**src/rtl/sa_tile_sequencer.sv**
```systemverilog
// Control sequencer for one weight-stationary systolic-array tile: weight preload, skewed activation
// streaming, wavefront drain and done pulse. Optional stall counter enabled by SA_SEQ_PERF_CNT_EN.
module sa_tile_sequencer #(
  parameter int SA_ROWS = 4,
  parameter int SA_COLS = 4,
  parameter int CNT_W   = 16
) (
  input  logic               clk_i,
  input  logic               rst_i,
  input  logic               start_i,
  input  logic               cfg_transpose_i,
  input  logic [CNT_W-1:0]   cfg_num_vecs_i,
  input  logic               w_valid_i,
  output logic               w_ready_o,
  input  logic               act_valid_i,
  output logic               act_ready_o,
  output logic               load_w_o,
  output logic               transpose_en_o,
  output logic [SA_ROWS-1:0] valid_in_o,
  output logic               busy_o,
  output logic               done_o
`ifdef SA_SEQ_PERF_CNT_EN
  ,
  output logic [CNT_W-1:0]   stall_cnt_o
`endif
);

  localparam int DRAIN_LEN = SA_ROWS + SA_COLS - 1;
  localparam logic [CNT_W-1:0] LAST_W     = CNT_W'(SA_ROWS - 1);
  localparam logic [CNT_W-1:0] LAST_DRAIN = CNT_W'(DRAIN_LEN - 1);

  typedef enum logic [2:0] {
    S_IDLE    = 3'd0,
    S_LOAD_W  = 3'd1,
    S_COMPUTE = 3'd2,
    S_DRAIN   = 3'd3,
    S_DONE    = 3'd4
  } state_t;

  state_t             state_q, state_d;
  logic [CNT_W-1:0]   cnt_q, cnt_d;
  logic [CNT_W-1:0]   num_vecs_q;
  logic               transpose_q;
  logic               capture;
  logic               valid0;
  logic [SA_ROWS-1:1] skew_q;

  always_ff @(posedge clk_i) begin
    if (rst_i) begin
      state_q <= S_IDLE;
      cnt_q   <= '0;
    end else begin
      state_q <= state_d;
      cnt_q   <= cnt_d;
    end
  end

  // Configuration is only observed while busy, so it needs no reset.
  always_ff @(posedge clk_i) begin
    if (capture) begin
      num_vecs_q  <= cfg_num_vecs_i;
      transpose_q <= cfg_transpose_i;
    end
  end

  always_comb begin
    state_d     = state_q;
    cnt_d       = cnt_q;
    capture     = 1'b0;
    w_ready_o   = 1'b0;
    act_ready_o = 1'b0;
    load_w_o    = 1'b0;
    valid0      = 1'b0;
    busy_o      = 1'b1;
    done_o      = 1'b0;
    case (state_q)
      S_IDLE: begin
        busy_o = 1'b0;
        if (start_i) begin
          capture = 1'b1;
          cnt_d   = '0;
          state_d = S_LOAD_W;
        end
      end
      S_LOAD_W: begin
        w_ready_o = 1'b1;
        load_w_o  = w_valid_i;
        if (load_w_o) begin
          if (cnt_q == LAST_W) begin
            cnt_d   = '0;
            state_d = (num_vecs_q == '0) ? S_DONE : S_COMPUTE;
          end else begin
            cnt_d = cnt_q + CNT_W'(1);
          end
        end
      end
      S_COMPUTE: begin
        act_ready_o = 1'b1;
        valid0      = act_valid_i;
        // Compare against N-1 so a full-scale count never needs an extra bit.
        if (valid0) begin
          if (cnt_q == num_vecs_q - CNT_W'(1)) begin
            cnt_d   = '0;
            state_d = S_DRAIN;
          end else begin
            cnt_d = cnt_q + CNT_W'(1);
          end
        end
      end
      S_DRAIN: begin
        if (cnt_q == LAST_DRAIN) begin
          cnt_d   = '0;
          state_d = S_DONE;
        end else begin
          cnt_d = cnt_q + CNT_W'(1);
        end
      end
      S_DONE: begin
        done_o  = 1'b1;
        state_d = S_IDLE;
      end
      default: begin
        state_d = S_IDLE;
      end
    endcase
  end

  // Row r sees row 0's valid delayed r cycles; shifting never stops so it drains itself.
  always_ff @(posedge clk_i) begin
    if (rst_i) begin
      skew_q <= '0;
    end else begin
      skew_q[1] <= valid0;
      for (int r = 2; r < SA_ROWS; r++) begin
        skew_q[r] <= skew_q[r-1];
      end
    end
  end

  assign valid_in_o     = {skew_q, valid0};
  assign transpose_en_o = busy_o & transpose_q;

`ifdef SA_SEQ_PERF_CNT_EN
  logic [CNT_W-1:0] stall_q;

  always_ff @(posedge clk_i) begin
    if (rst_i) begin
      stall_q <= '0;
    end else if (capture) begin
      stall_q <= '0;
    end else if ((state_q == S_LOAD_W && !w_valid_i) ||
                 (state_q == S_COMPUTE && !act_valid_i)) begin
      stall_q <= stall_q + CNT_W'(1);
    end
  end

  assign stall_cnt_o = stall_q;
`endif

endmodule

```
**config.mk**
```make
export PLATFORM = sky130hd
export DESIGN_NAME = sa_tile_sequencer
export DESIGN_NICKNAME = d
export VERILOG_FILES = /design/src/rtl/sa_tile_sequencer.sv
export SDC_FILE = /design/constraint.sdc
export NUM_CORES = 1
export LEC_CHECK = 0
export CAP_MARGIN = 25
export CORE_AREA = 2 2 63 89
export CTS_CLUSTER_DIAMETER = 80
export DETAILED_ROUTE_END_ITERATION = 7
export DIE_AREA = 0 0 65 91
export PLACE_DENSITY = 0.72
export SYNTH_ARGS = -nofsm -noshare
export SYNTH_HDL_FRONTEND = slang
export SYNTH_SLANG_ARGS = --single-unit
```
**constraint.sdc**
```tcl
create_clock -name clk_i -period 3.4 [get_ports clk_i]
set_input_delay 0.68 -clock clk_i [delete_from_list [all_inputs] [get_ports clk_i]]
set_output_delay 0.68 -clock clk_i [all_outputs]
set_load 0.02 [all_outputs]
```
==> results.yml <==
# yosys + openroad results
final_timing:
  fin_crit_ps: 3079
  max-slew-margin-rel_pct: 59.29
  worst_slew_pin_slew_ps: 605.0
  rsz0062_at_grt: "false"
  whs_ps: 466.1
  setup_viol: 0
  finalClockPeriodUsage_pct: 90.55
finish:
  diodes: 0
  drive_above_1_share_pct: 6.093
  final_core_util_pct: 54.12
  num-nets-final: 303
  area.growth.synth_to_final_pct: 21.91
detailed_routing:
  viasPerCell: 5.499
  drtIter0Drc: 60
  drc: 0
worst_setup_path:
  crit_required_ps: 3580
  crit_start: "num_vecs_q[0]$_DFFE_PP_"
  crit_path_start_kind: "flip-flop"
  critical_path_arrival_ps: 3260
logic_synthesis:
  edf_count: 17
  syn_inst: 246
  yosysUniqueCellTypes: 49
  syn_area_sq_um: 2256
clock_tree:
  cts_buffers: 5
  cts.sinks: 39
  path_clk_slew_ps: 70
  cts-root-buf: "clkbuf_8"
flow_run:
  max_cap_viol_count: 0
grt:
  grt_overflow: 0
  grt_max_degree: 20
  antenna_found_initial: 0
placed_design:
  dp.final_hpwl_mm: 3.649
status:
  status: "finished clean"
power_and_ir_drop:
  peakVddDrop_uv: 438.7
  p_switching_mw: 0.5593
  p_leak_nw: 1.022
floorplan:
  die_y_um: 91
  die_area_sq_um: 5915
worst_hold_path:
  hold_path_class: "reg -> reg"
-- cell type report --
| cell class | instances | area [sq um] | share of cell area, % |
|---|---|---|---|
| tap | 66 | 82.58 | 3.003 |
| multi-input combinational | 185 | 1211 | 44.04 |
| sequential | 39 | 950.9 | 34.58 |
| timing repair buffer | 37 | 367.9 | 13.38 |
| clock buffer | 8 | 100.1 | 3.640 |
| inverter | 10 | 37.54 | 1.365 |
-- synthesized netlist by cell type, types with 2 or more instances --
cell,n,share of area [%]
nor2b_1,7,1.9
nor4_1,7,1.9
nand4_1,4,1.1
a41oi_1,2,0.78
a211o_1,2,0.78
nand2_1,16,2.7
nor3_1,8,1.8
o21bai_1,5,1.7
edfxtp_1,17,23
nor2_1,22,3.7
a211oi_1,3,1.0
a2bb2oi_1,2,0.78
o21ai_0,6,1.3
a21oi_1,7,1.6
inv_1,10,1.7
a221o_1,2,0.89
ha_1,3,1.7
nor3b_1,5,1.7
nand3_1,13,2.9
or4_1,2,0.67
xnor2_1,14,5.4
and2_1,5,1.4
or3_1,4,1.1
a311oi_1,2,0.78
and3_1,6,1.7
a21o_1,3,1.0
o21a_1,2,0.67
clkbuf_1,10,1.7
nand2b_1,7,1.9
dfxtp_1,22,20
xor2_1,9,3.5
o2bb2ai_1,2,0.78
-- worst paths after layout --
path	to	slack (ps)	depth (start not counted)
hold reg to reg	skew_q[3]$_SDFF_PP0_	470	1
setup reg to reg	cnt_q[5]$_SDFFE_PP0P_	320	10
hold / removal	skew_q[3]$_SDFF_PP0_	470	1
setup / recovery	cnt_q[5]$_SDFFE_PP0P_	320	10
-- per-layer routing --
layer	vias to the layer above	wire [um]	global-route usage [%]	part of all wire (%)
li1	954	-	-	-
met1	889	1916	18.47	41
met2	41	2486	30.15	53
met3	13	160	3.594	3.4
met4	0	114	7.092	2.4
met5	-	0	0	0
-- flip-flops by register name, summed over array words and instances, names as in the netlist --
signal / flops
skew_q: 3
num_vecs_q: 16
state_q: 3
cnt_q: 16
transpose_q: 1
-- through the flow --
step	area [sq um]	instances	setup WS, ps
after floorplan	2256	246	612.2
after global placement	2623	335	280.7
after detailed placement	2623	335	269.0
after CTS	2723	343	258.5
after global routing	2750	345	45.15
final	2750	345	321.2
-- power by group through the flow --
stage,Sequential [mW],Clock [mW],Combinational (mW)
after floorplan,0.640,0,0.421
after global placement,0.672,0,0.573
after detailed placement,0.676,0,0.581
final,0.667,0.336,0.586
after CTS,0.665,0.346,0.582
after global routing,0.678,0.369,0.652
-- critical path, cell delays in order, from the launching register on --
cell and delay, ps:
edfxtp_1 440, inv_1 80, ha_1 200, nor3b_1 380
nand4_1 170, xnor2_1 160, or3_1 390, or3b_4 430
o21ai_1 310, nor2_1 120, a221o_1 300
-- cells by family after synthesis --
kind of cell	count (synthesis)	share of synthesized area (%)
adder cells (fa/ha/maj)	3	1.664
AND/OR/NAND/NOR	111	26.84
flip-flops	39	42.15
XOR/XNOR	23	8.930
buffers and inverters	22	4.160
AND-OR/OR-AND	48	16.25
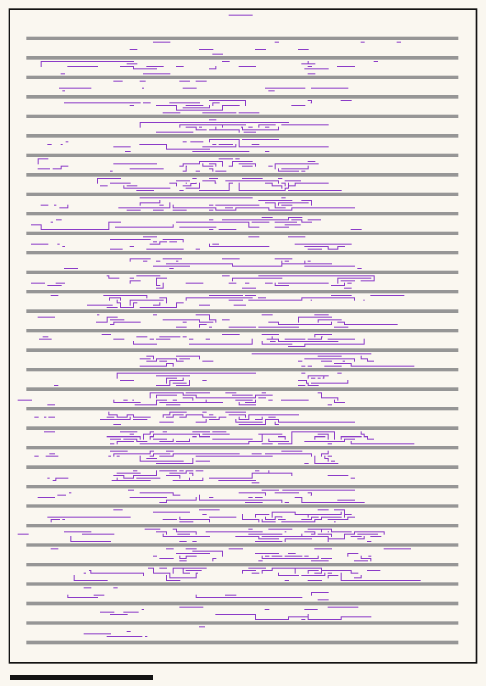
(images/layer_met1.png)
The bar under the picture is 20 um long. Supply wires on this layer in gray.
share of all routed wire: 41%
longest straight run: 20.7 um
main direction: horizontal
wire length on this layer: 1920 um
nets with wire on the layer: 273

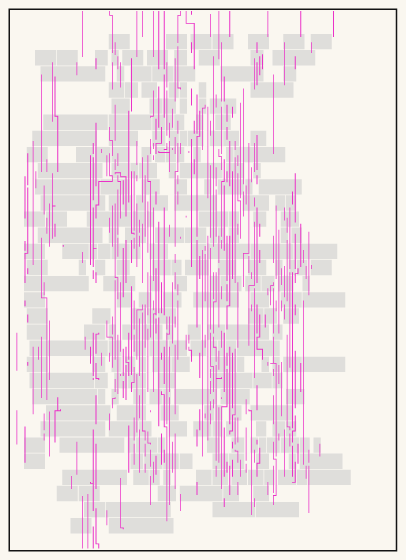
(images/layer_met2.png)
share of all routed wire: 53%
nets with wire on the layer: 258
main direction: vertical

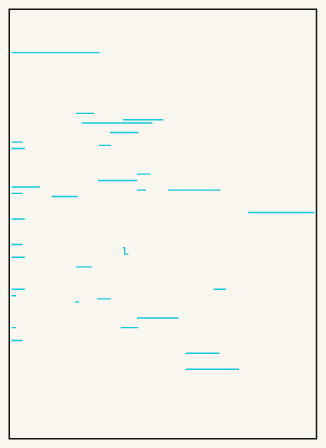
(images/layer_met3.png)
main direction: horizontal
wire length on this layer: 161 um
longest straight run: 18.4 um
nets with wire on the layer: 24

Power and IR drop assume default switching activity.
